File: src/rtl/lram_line_reader_if.sv
// Pixel stream from the line RAM reader to the display scan-out.
// One beat moves when pix_valid and pix_ready are both high.
interface lram_line_reader_if #(
    parameter int unsigned PIX_W = 2
);
    logic             pix_valid;
    logic             pix_ready;
    logic [PIX_W-1:0] pix_data;
    logic             pix_first;
    logic             pix_last;
    logic             pix_even;

    modport master (
        output pix_valid, pix_data, pix_first, pix_last, pix_even,
        input  pix_ready
    );

    modport slave (
        input  pix_valid, pix_data, pix_first, pix_last, pix_even,
        output pix_ready
    );
endinterface

File: src/rtl/lram_line_reader.sv
// Reads one captured line from the 4-slot line RAM and streams it,
// horizontally repeated H_SCALE times, through a 2-entry skid FIFO.
module lram_line_reader #(
    parameter int unsigned LINE_W  = 160,
    parameter int unsigned H_SCALE = 2,
    parameter int unsigned PIX_W   = 2
) (
    input  logic                  clk,
    input  logic                  rst_n,
    input  logic                  r_row_inc,
    input  logic [7:0]            rrow,
    input  logic                  even_line,
    input  logic                  frame,
    output logic [9:0]            lram_ra,
    output logic                  lram_re,
    input  logic [PIX_W-1:0]      lram_do,
    lram_line_reader_if.master    pix,
    output logic                  line_done,
    output logic                  busy,
    output logic                  overrun
);
    localparam logic [7:0] LAST_COL = 8'(LINE_W - 1);
    localparam logic [8:0] COL_END  = 9'(LINE_W);
    localparam logic       REP_LAST = 1'(H_SCALE - 1);

    typedef enum logic [1:0] {
        S_IDLE,
        S_STREAM,
        S_DONE
    } state_t;

    state_t           state;
    logic [1:0]       slot;
    logic [7:0]       rcol;
    logic [7:0]       ocol;
    logic             rep;
    logic             inflight;
    logic             even_q;
    logic [PIX_W-1:0] fifo_mem [2];
    logic             wr_ptr;
    logic             rd_ptr;
    logic [1:0]       fifo_count;

    logic             valid_c;
    logic             accept_c;
    logic             rep_last_c;
    logic             pop_c;
    logic             last_beat_c;
    logic [2:0]       occ_c;
    logic             read_c;

    // Only the slot bits of the row index address the RAM.
    logic unused_rrow;
    assign unused_rrow = ^rrow[7:2];

    // Read credit counts this cycle's pop so the FIFO can refill without bubbles.
    always_comb begin
        valid_c     = (fifo_count != 2'd0);
        accept_c    = valid_c && pix.pix_ready;
        rep_last_c  = (rep == REP_LAST);
        pop_c       = accept_c && rep_last_c;
        last_beat_c = valid_c && (ocol == LAST_COL) && rep_last_c;
        occ_c       = 3'(fifo_count) + 3'(inflight) - 3'(pop_c);
        read_c      = (state == S_STREAM) && !frame
                      && ({1'b0, rcol} < COL_END) && (occ_c < 3'd2);
    end

    assign lram_re       = read_c;
    assign lram_ra       = {slot, rcol};
    assign pix.pix_valid = valid_c;
    assign pix.pix_data  = valid_c ? fifo_mem[rd_ptr] : '0;
    assign pix.pix_first = valid_c && (ocol == 8'd0) && (rep == 1'b0);
    assign pix.pix_last  = last_beat_c;
    assign pix.pix_even  = even_q;
    assign busy          = (state != S_IDLE);

    always_ff @(posedge clk or negedge rst_n) begin
        if (!rst_n) begin
            state       <= S_IDLE;
            slot        <= 2'd0;
            rcol        <= 8'd0;
            ocol        <= 8'd0;
            rep         <= 1'b0;
            inflight    <= 1'b0;
            even_q      <= 1'b0;
            fifo_mem[0] <= '0;
            fifo_mem[1] <= '0;
            wr_ptr      <= 1'b0;
            rd_ptr      <= 1'b0;
            fifo_count  <= 2'd0;
            line_done   <= 1'b0;
            overrun     <= 1'b0;
        end else begin
            line_done <= 1'b0;
            overrun   <= 1'b0;
            if (frame) begin
                // Abort: drop buffered and returning data, request in this cycle is lost.
                state      <= S_IDLE;
                inflight   <= 1'b0;
                wr_ptr     <= 1'b0;
                rd_ptr     <= 1'b0;
                fifo_count <= 2'd0;
                rep        <= 1'b0;
            end else begin
                inflight <= read_c;
                if (read_c) begin
                    rcol <= rcol + 8'd1;
                end
                if (inflight) begin
                    fifo_mem[wr_ptr] <= lram_do;
                    wr_ptr           <= ~wr_ptr;
                end
                if (pop_c) begin
                    rd_ptr <= ~rd_ptr;
                    ocol   <= ocol + 8'd1;
                end
                fifo_count <= fifo_count + 2'(inflight) - 2'(pop_c);
                if (accept_c) begin
                    rep <= rep_last_c ? 1'b0 : rep + 1'b1;
                end

                case (state)
                    S_IDLE: begin
                        if (r_row_inc) begin
                            slot   <= rrow[1:0];
                            even_q <= even_line;
                            rcol   <= 8'd0;
                            ocol   <= 8'd0;
                            rep    <= 1'b0;
                            state  <= S_STREAM;
                        end
                    end
                    S_STREAM: begin
                        if (r_row_inc) begin
                            overrun <= 1'b1;
                        end
                        if (accept_c && last_beat_c) begin
                            line_done <= 1'b1;
                            state     <= S_DONE;
                        end
                    end
                    S_DONE: begin
                        if (r_row_inc) begin
                            overrun <= 1'b1;
                        end
                        state <= S_IDLE;
                    end
                    default: state <= S_IDLE;
                endcase
            end
        end
    end
endmodule

File: src/flat_wrapper.sv
// flat-port wrapper written by rule: the top's interface ports become plain ports
module lram_line_reader_flat 
#(
    parameter int unsigned LINE_W  = 160,
    parameter int unsigned H_SCALE = 2,
    parameter int unsigned PIX_W   = 2
)
  (clk, rst_n, r_row_inc, rrow, even_line, frame, lram_ra, lram_re, lram_do, line_done, busy, overrun, pix_pix_valid, pix_pix_data, pix_pix_first, pix_pix_last, pix_pix_even, pix_pix_ready);
  lram_line_reader_if #(.PIX_W(PIX_W)) pix_i ();
  input  logic clk;
  input  logic rst_n;
  input  logic r_row_inc;
  input  logic [7:0] rrow;
  input  logic even_line;
  input  logic frame;
  output logic [9:0] lram_ra;
  output logic lram_re;
  input  logic [PIX_W-1:0] lram_do;
  output logic line_done;
  output logic busy;
  output logic overrun;
  output wire logic [$bits(pix_i.pix_valid)-1:0] pix_pix_valid;
  output wire logic [$bits(pix_i.pix_data)-1:0] pix_pix_data;
  output wire logic [$bits(pix_i.pix_first)-1:0] pix_pix_first;
  output wire logic [$bits(pix_i.pix_last)-1:0] pix_pix_last;
  output wire logic [$bits(pix_i.pix_even)-1:0] pix_pix_even;
  input wire logic [$bits(pix_i.pix_ready)-1:0] pix_pix_ready;
  assign pix_pix_valid = pix_i.pix_valid;
  assign pix_pix_data = pix_i.pix_data;
  assign pix_pix_first = pix_i.pix_first;
  assign pix_pix_last = pix_i.pix_last;
  assign pix_pix_even = pix_i.pix_even;
  assign pix_i.pix_ready = pix_pix_ready;
  lram_line_reader #(.LINE_W(LINE_W), .H_SCALE(H_SCALE), .PIX_W(PIX_W)) u_core (.clk(clk), .rst_n(rst_n), .r_row_inc(r_row_inc), .rrow(rrow), .even_line(even_line), .frame(frame), .lram_ra(lram_ra), .lram_re(lram_re), .lram_do(lram_do), .pix(pix_i), .line_done(line_done), .busy(busy), .overrun(overrun));
endmodule
File: config.mk
export PLATFORM = sky130hd
export DESIGN_NAME = lram_line_reader_flat
export DESIGN_NICKNAME = d
export VERILOG_FILES = /design/src/rtl/lram_line_reader_if.sv /design/src/rtl/lram_line_reader.sv /design/src/flat_wrapper.sv
export SDC_FILE = /design/constraint.sdc
export NUM_CORES = 1
export LEC_CHECK = 0
export CORE_UTILIZATION = 30
export CTS_BUF_LIST = sky130_fd_sc_hd__clkbuf_4
export DETAILED_ROUTE_END_ITERATION = 16
export SLEW_MARGIN = 20
export SYNTH_ARGS = -nofsm -noshare
export SYNTH_HDL_FRONTEND = slang
export SYNTH_SLANG_ARGS = --single-unit
File: constraint.sdc
create_clock -name clk -period 7.9 [get_ports clk]
set_input_delay 1.185 -clock clk [delete_from_list [all_inputs] [get_ports clk]]
set_output_delay 1.185 -clock clk [all_outputs]
set_load 0.005 [all_outputs]
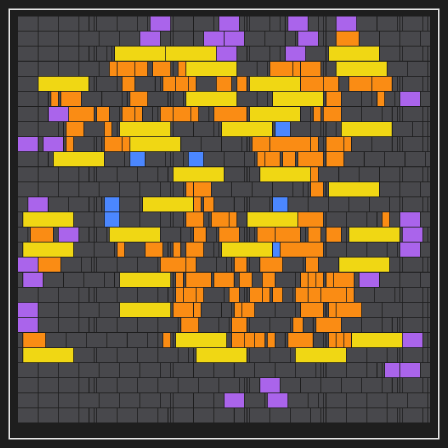
Figure 1: placed cells, one color a class.
Fill, decap, tap and diode cells in gray.
blue -> clock drivers and dummy loads  # cells 7, share of their area 2.4%
yellow -> sequential cells  # cells 33, share of their area 41%
purple -> remaining buffers and delay cells  # cells 30, share of their area 15%
orange -> combinational and other logic  # cells 120, share of their area 42%

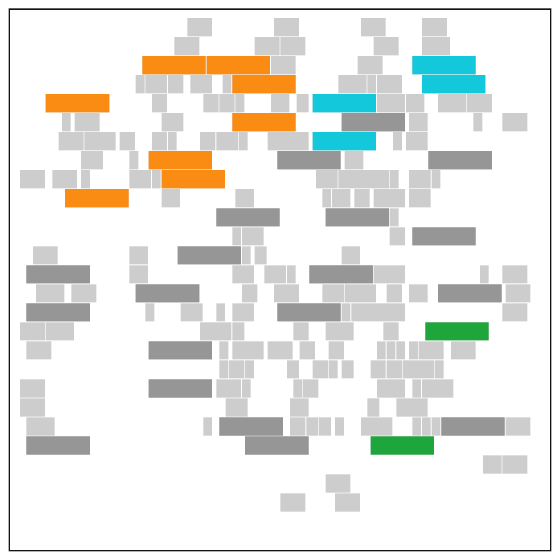
Figure 2: sequential cells grouped by signal name.
Other sequential cells in the stronger gray, the rest of the logic in the fainter gray.
cyan -> `u_core.fifo_mem`  # sequential cells 4
orange -> `u_core.rcol`  # sequential cells 8
green -> `u_core.state`  # sequential cells 2
not colored = 19
sequential fraction of total cell area: 0.388
Seq group: 0.201 mW
Sequential cell area: 826 µm²

==> CHANGELOG.md <==
### Metrics

* Status: finished, final reports clean
* RePlAce Congestion at about 0.75
* Switch Pwr at 0.106 mW
* Xor/xnor share at 0.0773
* R2R setup slack at 4.79 ns
* Setup tns final at 0 ns
* Setup violators final at 0
* Synth logic family: simple AND/OR/NAND/NOR gates
* PD cells at 180 nW/µm²
* Leak at 0.973 nW
* Die y size at roughly 77 µm
* HPWL Detailed at 2170 µm
* Min Tclk post-route at about 5.3 ns
* Crit path cell chain: clkdlybuf4s50_1 -> nor2b_1 -> ha_1 -> xor2_1 -> ha_1 -> inv_1 -> fa_1 -> nand3b_1 -> nor3_4 -> clkdlybuf4s50_1
* Family with the most delay on the worst path: buffers and inverters
* Hold slack at approximately 0.5 ns
* Hold Startpoint: u_core.fifo_mem[0]
* Wire per inst at between 10 and 15 µm
* Clk buf depth at 2
* Critical path peak fanout at 8
* Syn-to-layout area delta at 25.3%
* WHS Path Cells at 1
* Inverter count at 7
* Die Area at between 5000 and 6000 µm²
* Fin. Hold Viols at 0
* Die extent in x at 77.3 µm
* Repair and plain buffers at 30
No activity file was given, so power comes from the tool's default toggle rates.
